Fig. 1: selected gate families
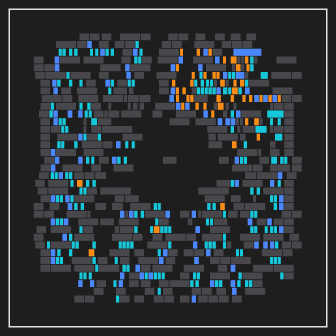
Fig. 2: track usage over the die
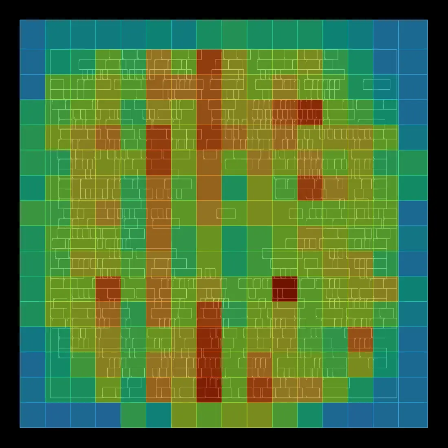
Fig. 3: a small window of the routed layout
The bar under the picture is 10 um long. Window x 15 to 40, y 15 to 40 um. Cells in grey, sequential cells in the stronger grey; small squares are vias.
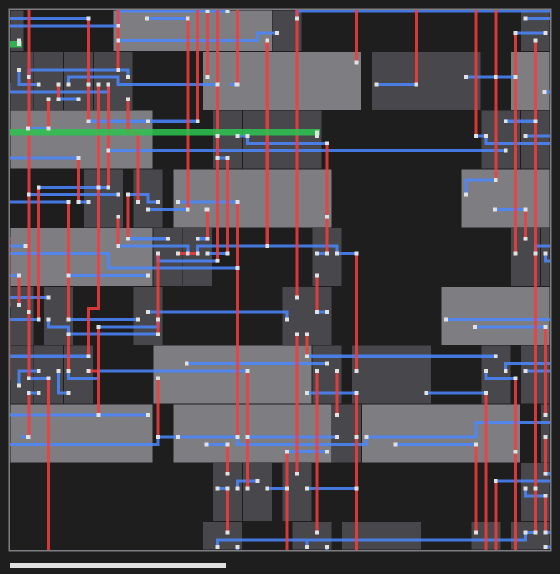
<file path="config.mk">
export PLATFORM = sky130hd
export DESIGN_NAME = alu_op_sequencer_flat
export DESIGN_NICKNAME = d
export VERILOG_FILES = /design/src/rtl/alu_op_sequencer_if.sv /design/src/rtl/alu_op_sequencer.sv /design/src/flat_wrapper.sv
export SDC_FILE = /design/constraint.sdc
export NUM_CORES = 1
export LEC_CHECK = 0
export ABC_AREA = 1
export CAP_MARGIN = 10
export CORE_MARGIN = 8
export CORE_UTILIZATION = 35
export CTS_CLUSTER_DIAMETER = 120
export DETAILED_ROUTE_END_ITERATION = 16
export GPL_TIMING_DRIVEN = 0
export PLACE_DENSITY = 0.71
export SLEW_MARGIN = 5
export SYNTH_ARGS = -nofsm -noshare
export SYNTH_HDL_FRONTEND = slang
export SYNTH_SLANG_ARGS = --single-unit
</file>
<file path="constraint.sdc">
create_clock -name clk -period 4.63 [get_ports clk]
set_clock_uncertainty 0.2 [all_clocks]
set_input_delay 1.389 -clock clk [delete_from_list [all_inputs] [get_ports clk]]
set_output_delay 1.389 -clock clk [all_outputs]
set_load 0.02 [all_outputs]
</file>
<file path="src/rtl/alu_op_sequencer_if.sv">
// Operand/control bundle between the issue stage and the ALU execute sequencer.
// master = issue side (drives opcode/operands/flush), slave = sequencer.
interface alu_op_sequencer_if;
  logic        flush;
  logic        op_valid;
  logic        op_ready;
  logic [4:0]  opcode;
  logic [31:0] a_in;
  logic [31:0] b_in;
  logic [31:0] a_alu;
  logic [31:0] b_alu;
  logic [12:0] alu_signals;
  logic        result_valid;
  logic        flags_we;
  logic        stall;
  logic        div_by_zero;
  logic        illegal_op;

  modport master (
    output flush, op_valid, opcode, a_in, b_in,
    input  op_ready, a_alu, b_alu, alu_signals, result_valid, flags_we,
           stall, div_by_zero, illegal_op
  );

  modport slave (
    input  flush, op_valid, opcode, a_in, b_in,
    output op_ready, a_alu, b_alu, alu_signals, result_valid, flags_we,
           stall, div_by_zero, illegal_op
  );
endinterface

</file>
<file path="src/rtl/alu_op_sequencer.sv">
// Execute-stage sequencer: decodes SimpleRISC opcodes to one-hot ALU control and holds
// operands/control for 1, MUL_LAT or DIV_LAT cycles; stalls upstream via op_ready; flushable.
module alu_op_sequencer #(
  parameter int MUL_LAT = 2,
  parameter int DIV_LAT = 4
) (
  input logic              clk,
  input logic              reset,
  alu_op_sequencer_if.slave bus
);
  localparam int MAX_LAT = (MUL_LAT > DIV_LAT) ? MUL_LAT : DIV_LAT;
  localparam int CW      = (MAX_LAT > 1) ? $clog2(MAX_LAT) : 1;
  localparam logic [CW-1:0] MUL_CNT = CW'(MUL_LAT - 1);
  localparam logic [CW-1:0] DIV_CNT = CW'(DIV_LAT - 1);

  typedef enum logic {IDLE, EXEC} state_t;

  state_t      r_state;
  logic [CW-1:0] r_cnt;
  logic [12:0] r_alu_sig;
  logic [31:0] r_a;
  logic [31:0] r_b;
  logic        r_illegal;

  logic [12:0]   w_dec;
  logic [CW-1:0] w_cnt_init;
  logic          w_undef;
  logic          w_last;
  logic          w_ready;
  logic          w_accept;
  logic          w_result;

  always_comb begin
    w_dec      = '0;
    w_cnt_init = '0;
    w_undef    = 1'b0;
    case (bus.opcode)
      5'b00000, 5'b01110, 5'b01111: w_dec[0] = 1'b1;  // ld/st reuse add for address
      5'b00001: w_dec[1] = 1'b1;
      5'b00010: begin w_dec[3] = 1'b1; w_cnt_init = MUL_CNT; end
      5'b00011: begin w_dec[4] = 1'b1; w_cnt_init = DIV_CNT; end
      5'b00100: begin w_dec[5] = 1'b1; w_cnt_init = DIV_CNT; end
      5'b00101: w_dec[2]  = 1'b1;
      5'b00110: w_dec[10] = 1'b1;
      5'b00111: w_dec[9]  = 1'b1;
      5'b01000: w_dec[11] = 1'b1;
      5'b01001: w_dec[12] = 1'b1;
      5'b01010: w_dec[6]  = 1'b1;
      5'b01011: w_dec[7]  = 1'b1;
      5'b01100: w_dec[8]  = 1'b1;
      5'b01101, 5'b10000, 5'b10001, 5'b10010, 5'b10011, 5'b10100: ;
      default:  w_undef = 1'b1;
    endcase
  end

  // A killed op never reports a result, even if flush lands on its final cycle.
  assign w_last   = (r_state == EXEC) && (r_cnt == '0);
  assign w_ready  = ~bus.flush & ((r_state == IDLE) | w_last);
  assign w_accept = bus.op_valid & w_ready;
  assign w_result = w_last & ~bus.flush;

  always_ff @(posedge clk) begin
    if (reset) begin
      r_state   <= IDLE;
      r_cnt     <= '0;
      r_alu_sig <= '0;
      r_a       <= '0;
      r_b       <= '0;
      r_illegal <= 1'b0;
    end else if (bus.flush) begin
      r_state   <= IDLE;
      r_cnt     <= '0;
      r_alu_sig <= '0;
      r_illegal <= 1'b0;
    end else begin
      r_illegal <= w_accept & w_undef;
      if (w_accept && (|w_dec)) begin
        r_state   <= EXEC;
        r_cnt     <= w_cnt_init;
        r_alu_sig <= w_dec;
        r_a       <= bus.a_in;
        r_b       <= bus.b_in;
      end else if ((r_state == EXEC) && (r_cnt != '0)) begin
        r_cnt <= r_cnt - 1'b1;
      end else begin
        r_state   <= IDLE;
        r_alu_sig <= '0;
      end
    end
  end

  assign bus.op_ready     = w_ready;
  assign bus.stall        = bus.op_valid & ~w_ready;
  assign bus.a_alu        = r_a;
  assign bus.b_alu        = r_b;
  assign bus.alu_signals  = r_alu_sig;
  assign bus.result_valid = w_result;
  assign bus.flags_we     = w_result & r_alu_sig[2];
  assign bus.div_by_zero  = w_result & (r_alu_sig[4] | r_alu_sig[5]) & (r_b == 32'd0);
  assign bus.illegal_op   = r_illegal;
endmodule
</file>
<file path="src/flat_wrapper.sv">
// flat-port wrapper written by rule: the top's interface ports become plain ports
module alu_op_sequencer_flat 
#(
  parameter int MUL_LAT = 2,
  parameter int DIV_LAT = 4
)
  (clk, reset, bus_flush, bus_op_valid, bus_opcode, bus_a_in, bus_b_in, bus_op_ready, bus_a_alu, bus_b_alu, bus_alu_signals, bus_result_valid, bus_flags_we, bus_stall, bus_div_by_zero, bus_illegal_op);
  alu_op_sequencer_if bus_i ();
  input logic clk;
  input logic reset;
  input wire logic [$bits(bus_i.flush)-1:0] bus_flush;
  input wire logic [$bits(bus_i.op_valid)-1:0] bus_op_valid;
  input wire logic [$bits(bus_i.opcode)-1:0] bus_opcode;
  input wire logic [$bits(bus_i.a_in)-1:0] bus_a_in;
  input wire logic [$bits(bus_i.b_in)-1:0] bus_b_in;
  output wire logic [$bits(bus_i.op_ready)-1:0] bus_op_ready;
  output wire logic [$bits(bus_i.a_alu)-1:0] bus_a_alu;
  output wire logic [$bits(bus_i.b_alu)-1:0] bus_b_alu;
  output wire logic [$bits(bus_i.alu_signals)-1:0] bus_alu_signals;
  output wire logic [$bits(bus_i.result_valid)-1:0] bus_result_valid;
  output wire logic [$bits(bus_i.flags_we)-1:0] bus_flags_we;
  output wire logic [$bits(bus_i.stall)-1:0] bus_stall;
  output wire logic [$bits(bus_i.div_by_zero)-1:0] bus_div_by_zero;
  output wire logic [$bits(bus_i.illegal_op)-1:0] bus_illegal_op;
  assign bus_i.flush = bus_flush;
  assign bus_i.op_valid = bus_op_valid;
  assign bus_i.opcode = bus_opcode;
  assign bus_i.a_in = bus_a_in;
  assign bus_i.b_in = bus_b_in;
  assign bus_op_ready = bus_i.op_ready;
  assign bus_a_alu = bus_i.a_alu;
  assign bus_b_alu = bus_i.b_alu;
  assign bus_alu_signals = bus_i.alu_signals;
  assign bus_result_valid = bus_i.result_valid;
  assign bus_flags_we = bus_i.flags_we;
  assign bus_stall = bus_i.stall;
  assign bus_div_by_zero = bus_i.div_by_zero;
  assign bus_illegal_op = bus_i.illegal_op;
  alu_op_sequencer #(.MUL_LAT(MUL_LAT), .DIV_LAT(DIV_LAT)) u_core (.clk(clk), .reset(reset), .bus(bus_i));
endmodule
</file>
==> reports/qor.txt <==
hold violation count in the final report: 0
final worst-path cycle share: 95.3%
Power Total: 1.63 mW
Critical Path End Type: primary output
CTS Sinks: 81
Die X: 111 um
Area-dominant class: buffers
cell count after synthesis: 427
status: finished clean
Chip Area, Yosys: 0.00319 mm^2
Worst Setup EP: bus_stall
inverters: 16
crit path max fanout: 5
Worst Setup Start Kind: input port
Internal Power: 1.24 mW
Main power group: registers
grt ovf: 0
total setup buffers inserted after CTS: 0
die height: 111 um
tap cells: 111
DP Wirelength: 7.75 mm
Syn Std Cell Area: 0.00319 mm^2
Nets: 667
Logic area: 0.00136 mm^2
Net Sw Frac: 24.1%
Post-CTS Resized: 2
Final WS setup: 0.219 ns
flip-flops: 81
fin util: 56.8%
Post-DP Area: 0.00488 mm^2
Slew Limit Fails: 0
top routing layer in use: met4
average size of a mapped cell: 7.47 um^2
-- Fig. 1 (at the start) --
family	colour	cells	most used
aoi and oai cells	blue	86	o21ai_0
nor cells	cyan	172	nor2_1
nand cells	orange	44	nand2_1
Top cell excl fill/tap: nor2_1
combinational share of cell area: 26.6%
Finished Layout Cells: 709

-- Fig. 2 (at the start) --
WL per Instance: 13.7 um
grt met3 use: 6.99%
M2 GR Usage: 24.9%

-- Fig. 3 (at the start) --
layer	colour
M2	red
M1	blue
M3	green
cells with their middle in the window	42
netlist names of flops here include	u_core.bus.b_alu (11)
most frequent	nor2_1 (18), dfxtp_1 (11), o21ai_0 (4)
sequential cells in the window	11

registers in the layout (all words and copies together), names as in the netlist:
name and cells:
u_core.bus.b_alu 32, u_core.bus.alu_signals 13, u_core.bus.a_alu 32, u_core.bus.illegal_op 1, u_core.r_cnt 2, u_core.r_state 1
critical path, stage by stage:
cell	delay (ns)
clkdlybuf4s50_1	0.60
nor2_1	0.12
nor2_1	0.10
clkdlybuf4s50_1	0.61
logic make-up (layout without fill, tap and decap cells):
group | Yosys count | after routing | share of synthesized area [%]
AND/OR/NAND/NOR | 218 | 218 | 27.5
AND-OR/OR-AND | 87 | 87 | 14.7
flip-flops | 81 | 81 | 50.8
buffers and inverters | 40 | 211 | 6.59
adder cells (fa/ha/maj) | 1 | 1 | 0.392
Power and IR drop assume default switching activity.
